run_1/m1.png
Bar = 20 um. Supply wires on this layer in gray.
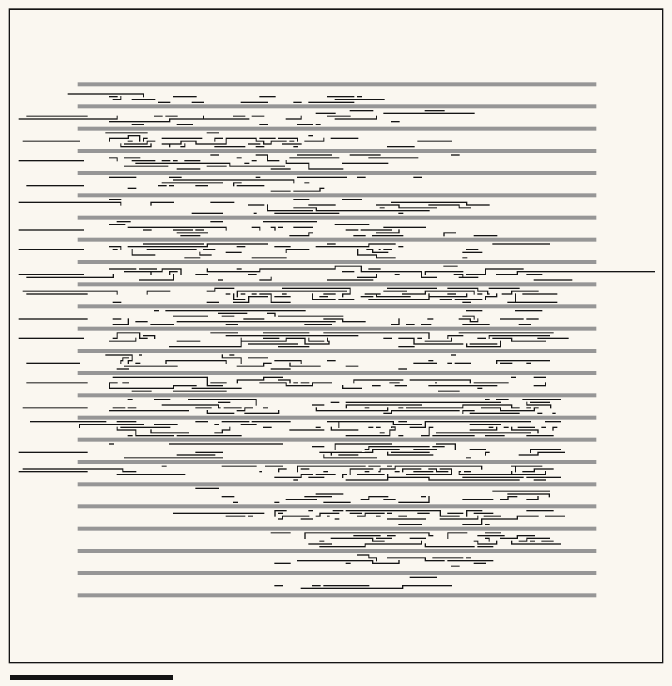
run_1/m2.png
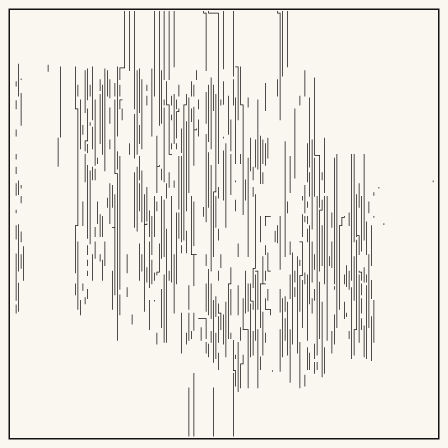
run_1/m3.png
Bar = 20 um.
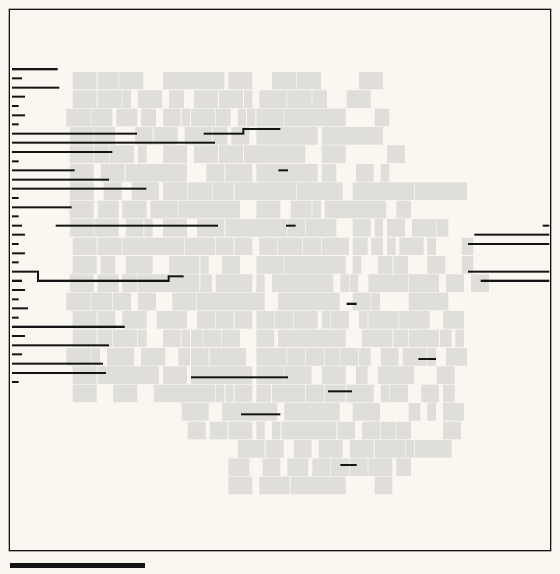
`src/rtl/rr_mux_reg.sv`:
```
// Packet-aware round-robin N:1 multiplexer with a registered output stage.
// A channel that starts a multi-beat packet keeps the output until its last beat is taken.
module rr_mux_reg #(
  parameter int WIDTH    = 8,
  parameter int CHANNELS = 4,
  localparam int SELW    = $clog2(CHANNELS)
) (
  input  logic                      clk,
  input  logic                      reset,
  input  logic [CHANNELS-1:0]       in_valid,
  input  logic [CHANNELS*WIDTH-1:0] in_data,
  input  logic [CHANNELS-1:0]       in_last,
  output logic [CHANNELS-1:0]       in_ready,
  output logic                      out_valid,
  output logic [WIDTH-1:0]          out_data,
  output logic                      out_last,
  output logic [SELW-1:0]           out_sel,
  input  logic                      out_ready
);

  typedef enum logic {IDLE = 1'b0, LOCKED = 1'b1} state_t;

  state_t              state, state_nxt;
  logic [SELW-1:0]     ptr, ptr_nxt;
  logic [SELW-1:0]     lock_ch, lock_ch_nxt;
  logic [SELW-1:0]     win;
  logic [CHANNELS-1:0] grant;
  logic                found;
  int                  idx;
  logic                load, accept;
  logic [WIDTH-1:0]    win_data;
  logic                win_last;

  // The output register can take a new beat when empty or when it drains this cycle.
  assign load     = ~out_valid | out_ready;
  assign in_ready = grant & {CHANNELS{load & ~reset}};
  assign accept   = |in_ready;

  // Arbitration: rotate from ptr while idle, follow the owning channel while locked.
  always_comb begin
    grant = '0;
    win   = '0;
    found = 1'b0;
    idx   = 0;
    if (state == LOCKED) begin
      win            = lock_ch;
      grant[lock_ch] = in_valid[lock_ch];
    end else begin
      for (int k = 0; k < CHANNELS; k++) begin
        idx = int'(ptr) + k;
        if (idx >= CHANNELS) idx = idx - CHANNELS;
        if (!found && in_valid[idx]) begin
          found      = 1'b1;
          win        = idx[SELW-1:0];
          grant[idx] = 1'b1;
        end
      end
    end
  end

  always_comb begin
    win_data = '0;
    win_last = 1'b0;
    for (int i = 0; i < CHANNELS; i++) begin
      if (win == SELW'(i)) begin
        win_data = in_data[i*WIDTH +: WIDTH];
        win_last = in_last[i];
      end
    end
  end

  always_comb begin
    state_nxt   = state;
    lock_ch_nxt = lock_ch;
    ptr_nxt     = ptr;
    case (state)
      IDLE:   if (accept && !win_last) begin
                state_nxt   = LOCKED;
                lock_ch_nxt = win;
              end
      LOCKED: if (accept && win_last) state_nxt = IDLE;
    endcase
    // Explicit wrap keeps ptr inside 0..CHANNELS-1 for non-power-of-two counts.
    if (accept && win_last)
      ptr_nxt = (win == SELW'(CHANNELS-1)) ? '0 : win + SELW'(1);
  end

  // Control state register
  always_ff @(posedge clk or posedge reset) begin
    if (reset) begin
      state   <= IDLE;
      lock_ch <= '0;
      ptr     <= '0;
    end else begin
      state   <= state_nxt;
      lock_ch <= lock_ch_nxt;
      ptr     <= ptr_nxt;
    end
  end

  // Output register stage
  always_ff @(posedge clk or posedge reset) begin
    if (reset) begin
      out_valid <= 1'b0;
      out_data  <= '0;
      out_last  <= 1'b0;
      out_sel   <= '0;
    end else begin
      if (accept) begin
        out_valid <= 1'b1;
        out_data  <= win_data;
        out_last  <= win_last;
        out_sel   <= win;
      end else if (out_ready) begin
        out_valid <= 1'b0;
      end
    end
  end

endmodule
```
`config.mk`:
```
export PLATFORM = sky130hd
export DESIGN_NAME = rr_mux_reg
export DESIGN_NICKNAME = d
export VERILOG_FILES = /design/src/rtl/rr_mux_reg.sv
export SDC_FILE = /design/constraint.sdc
export NUM_CORES = 1
export LEC_CHECK = 0
export ABC_CLOCK_PERIOD_IN_PS = 4810
export CAP_MARGIN = 20
export CORE_MARGIN = 8
export CORE_UTILIZATION = 41
export CTS_BUF_LIST = sky130_fd_sc_hd__clkbuf_16
export CTS_CLUSTER_SIZE = 30
export DETAILED_ROUTE_END_ITERATION = 12
export HOLD_SLACK_MARGIN = 0.08
export PLACE_DENSITY = 0.84
export SYNTH_ARGS = -nofsm -noshare
export SYNTH_HDL_FRONTEND = slang
export SYNTH_SLANG_ARGS = --single-unit
export TNS_END_PERCENT = 10
```
`constraint.sdc`:
```
create_clock -name clk -period 4.81 [get_ports clk]
set_input_delay 1.443 -clock clk [delete_from_list [all_inputs] [get_ports clk]]
set_output_delay 1.443 -clock clk [all_outputs]
set_load 0.02 [all_outputs]
```
==> notes.md, run 1 <==
impl run done, here's what came out: status completed, first-pass GRT wire length 8.72 mm, Slew Limit Fails 0, Hold Path End out_sel[0], f_max between 0.2 and 0.25 GHz, fin area 0.00266 mm^2, fill count around 310, most used cell along the critical path a21oi_1, HP Class reg2reg, Top class by area multi-input combinational cells, core area 0.00397 mm^2, FP Util ~42%, Seq area share roughly 16%, tap cells about 50, crit path buf inv count 2, root buf cell clkbuf_16, Register Area 425 um^2, P&R area growth vs syn 59.5%, combinational fraction of the cell area a little under half, Rel. slew slack ~56%, leakage about 0.0011 uW, vias per cell between 5 and 6, hold_sp out_sel[0], Largest delay share family, worst path AND-OR/OR-AND gates, Synth Area per Inst 9.48 um^2, number of global-route vias before repair approximately 1800, DIE WIDTH about 80 um, number of logic gates 130, 1st-iter DRT viols 125, FF-to-FF setup slack 0.61 ns, met1 usage 20.2%, Post-DP HPWL ~4 mm, TritonCTS Buffers 3, Power Dens Cells ~760 mW/mm^2, H-tree Lvls 1, Non-clock inverters 14, Clock Tree Buf Depth 2, gr ovfl total 0, CTS tree built, clk sinks 17, Post-Synthesis Cells about 180, Log Warnings 33, routed wl met2 ~2.7 mm, crit path DAT 4.89 ns, syn_nets roughly 230, Least-Margin Pin Slew 0.662 ns, Int Power roughly 1100 uW, CP Launch Type input port, Synth area leader dfrtp_1, Reg clk slew, reported paths approximately 0.05 ns, YS warnings 0, switching power 882 uW, # Cells Yosys 176, clock buffers 3, Crit Path Class in2reg, number of cells on the worst reg-to-reg path 14, Post-Syn Area between 0.0015 and 0.002 mm^2, number of enable flip-flop cells 0, period utilisation layout a little over nine tenths, Late-Pin Clk Latency roughly 0.25 ns, crit-path cells dlygate4sd2_1, mux4_2, or3_4, buf_4, o21a_1, a21o_1, ha_2, a21oi_1, a21oi_1, or4b_1, o22ai_2, a21boi_4, mux2_2, crit end category flip-flop, DRT antenna net count 0
Back to the opening pictures, m1.png:
The longest straight run is 19.3 um. The layer carries 2170 um of wire. The layer holds 41% of the routed length. The wires run mostly horizontal. 287 nets have wire on it.

Back to the opening pictures, m2.png:
The wires run mostly vertical. 273 nets have wire on it. The longest straight run is 32.3 um. The layer holds 51% of the routed length.
vias: 1722
WL final: 5.31 mm
GR Util met2: 28.3%

Back to the opening pictures, m3.png:
The longest straight run is 29.7 um. The layer holds 6.5% of the routed length. The wires run mostly horizontal.
grt met3 use: 5.29%

==> run 1: per-stage QoR <==
stage / instances / hold slack, ns / TNS, ns / worst slack (ns) / total power [uW]
6_report: 310 / 0.490 / 0 / 0.0556 / 2020
5_1_grt: 310 / 0.524 / -0.0175 / -0.0175 / 2170
4_1_cts: 308 / 0.490 / -0.153 / -0.0741 / 1990
3_5_place_dp: 304 / 0.476 / -5.81 / -0.652 / 1770
3_3_place_gp: 304 / 0.468 / -4.40 / -0.580 / 1730
2_1_floorplan: 176 / 0.472 / 0 / 0.00669 / 1220
==> run 1: state kept, by name, summed over array words and instances (netlist names), named ones only <==
register   flops
out_data       8
lock_ch        2
out_sel        2
ptr            2
out_last       1
out_valid      1
==> run 1: power groups by stage <==
stage	clock network, uW	logic (uW)	registers, uW
global route	182	1720	272
detailed placement	0	1500	262
finish	173	1590	261
floorplan	0	905	318
global placement	0	1470	260
CTS	173	1550	261
==> run 1: cell usage after synthesis (2+ instances only) <==
library cell   n
or3_1          3
buf_2          4
ha_1           8
nor4_1         2
a21oi_1        5
a221oi_1      11
nand2b_1       2
dfrtp_1       17
nand3b_1       3
mux2i_1        7
nor3_1         3
clkbuf_1      10
o22ai_1        4
mux2_2        13
mux4_2         4
nor2b_1       11
a211oi_2       2
o31ai_1        9
mux2_1         3
nand2_1       15
o21a_1         2
inv_1         14
a211oi_1       2
nor2_1         3
a21o_1         2
==> run 1: cells by family after synthesis <==
| group | share of synthesized area, % |
|---|---|
| flip-flops | 25.5 |
| adder cells (fa/ha/maj) | 6.00 |
| AND-OR/OR-AND | 25.2 |
| multiplexers | 20.4 |
| buffers and inverters | 6.82 |
| AND/OR/NAND/NOR | 16.1 |
==> run 1 -> run 2 <==
Settings changed: HOLD_SLACK_MARGIN 0.08 to 0.1.
run_2/m1.png
Bar = 20 um. Supply wires on this layer in gray.
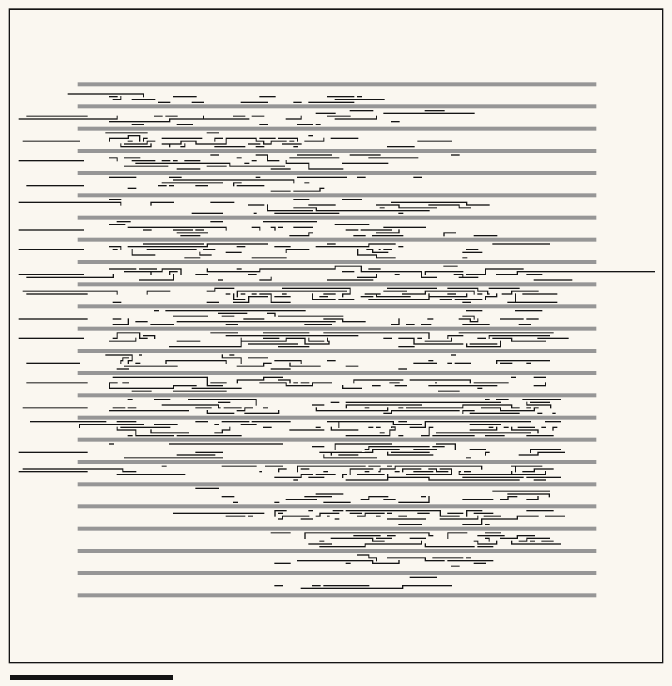
The layer holds 41% of the routed length. The wires run mostly horizontal. The layer carries 2170 um of wire. 287 nets have wire on it. The longest straight run is 19.3 um.
met1 usage: 20.2%

==> notes.md, run 2 <==
impl run done, here's what came out: Post-Syn Area 0.00167 mm^2 (unchanged), status completed, number of global-route vias before repair 1821 (unchanged), max_cap viols 0, TritonCTS Buffers 3 (unchanged), area fraction in mux cells 20.4% (unchanged), DP Cell Count 304 (unchanged), leakage 0.00114 uW (unchanged), worst setup margin 0.0556 ns (unchanged), core area 0.00397 mm^2 (unchanged), gr ovfl total 0 (unchanged), chip area in the Yosys report 0.00167 mm^2, Late-Pin Clk Latency 0.25 ns (about the same), largest register by flop count out_data, count leader, synth dfrtp_1, Adder Area Share 6.00% (unchanged), H-tree Lvls 1 (unchanged), Post-Synth XOR/XNOR Area 0% (unchanged), Clock Tree Buf Depth 2 (unchanged), Layout Utilization approximately 67%, Crit Path Class in2reg, Final Power 2020 uW (unchanged), Least-Margin Pin Slew 0.662 ns (unchanged), CP Launch Type input port, Rel. slew slack 55.8% (unchanged), Final TNS setup 0 ns (unchanged), DIE WIDTH 79.8 um (unchanged), number of cells on the worst reg-to-reg path 14 (unchanged), FP Util 42.0% (unchanged), ant diodes 0, P&R area growth vs syn 59.5% (unchanged), Synth Area per Inst 9.48 um^2 (unchanged), Power Dens Cells 759 mW/mm^2 (unchanged), hold_sp out_sel[0], Post-DP HPWL 4.07 mm (unchanged), Slew Limit Fails 0 (unchanged), syn_nets 227 (unchanged), final non-filler cell total 310 (unchanged), root buf cell clkbuf_16, number of enable flip-flop cells 0 (unchanged), vias per cell 5.55 (unchanged), post-synthesis simple-gate area fraction 16.1% (unchanged), period utilisation layout 98.8% (unchanged), overall routing resource usage ~17%, max reg flops 8 (unchanged), # Cells Yosys 176 (unchanged), Log Warnings 33 (unchanged), Post-Synth AOI/OAI Area 25.2% (unchanged), Post-Synthesis Cells 176 (unchanged), crit path DAT 4.89 ns (about the same), fin area 0.00266 mm^2 (unchanged), dpl ws -0.652 ns (unchanged), FF-to-FF setup slack 0.61 ns (about the same), vias 1722 (unchanged), Reg clk slew, reported paths 0.05 ns (about the same), final hold slack 0.490 ns (unchanged), crit end category flip-flop, HP Class reg2reg, clk sinks 17 (unchanged), Top cells excl fill/tap clkdlybuf4s50_1 (50), buf_4 (38), dfrtp_1 (17), f_max 0.210 GHz (unchanged), die area 0.00637 mm^2, 1st-iter DRT viols 125 (unchanged), Synth area leader dfrtp_1, top post-synthesis cells by count dfrtp_1 (17), nand2_1 (15), inv_1 (14), mux2_2 (13), WL final 5.31 mm (unchanged), CTS tree built, Logic family by area AND-OR/OR-AND gates
run_2/gates.png
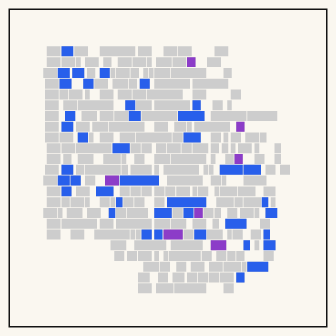
Key: purple = and/or cells [cells 7]; blue = aoi and oai cells [cells 40]

-- run 2: cell counts after synthesis --
Identical to the previous run, type by type.
-- run 2: power by group --
group          total, uW  internal, uW  switching (uW)
clock network        173           112            61.4
logic               1590           807             779
registers            261           220            41.6
total               2020          1140             882
-- run 2: how the worst min path moves through the flow --
stage                   to  slack [ns]  cells after the start
3_5_place_dp    out_sel[0]        0.48                      1
3_3_place_gp    out_sel[1]        0.47                      1
5_1_grt        out_data[4]        0.52                      1
6_report        out_sel[0]        0.49                      1
4_1_cts         out_sel[0]        0.49                      1
2_1_floorplan   lock_ch[0]        0.47                      1
-- run 2: timing repair --
action / 4_1_cts / 5_1_grt
cloned: 0 / 0
endpoints found under the setup margin: 9 / 18
buffers inserted: 0 / 2
gates resized: 30 / 2
pin swaps: 3 / 4
-- run 2: metal layers --
metal | wire, um | global-route usage [%] | up-vias
met4 | 77 | 5.82 | 0
li1 | - | - | 840
met1 | 2170 | 20.2 | 822
met2 | 2720 | 28.3 | 53
met3 | 344 | 5.29 | 7
met5 | 0 | 0 | -
-- run 2: layout make-up --
class,count,area (um^2)
clock buffers,3,75.1
clock inverters,1,5.00
fillers,313,1310
inverters,14,52.6
multi-input cells,130,1200
flip-flops and latches,17,425
well taps,50,62.6
repair buffers,95,841
-- run 2: critical path, cell delays in order --
cell and delay (ns):
dlygate4sd2_1 0.28, mux4_2 0.49, or3_4 0.45, buf_4 0.16, o21a_1 0.18, a21o_1 0.23
ha_2 0.21, a21oi_1 0.12, a21oi_1 0.07, or4b_1 0.49, o22ai_2 0.17, a21boi_4 0.22
mux2_2 0.36
Power is estimated from default activity; no workload was simulated.
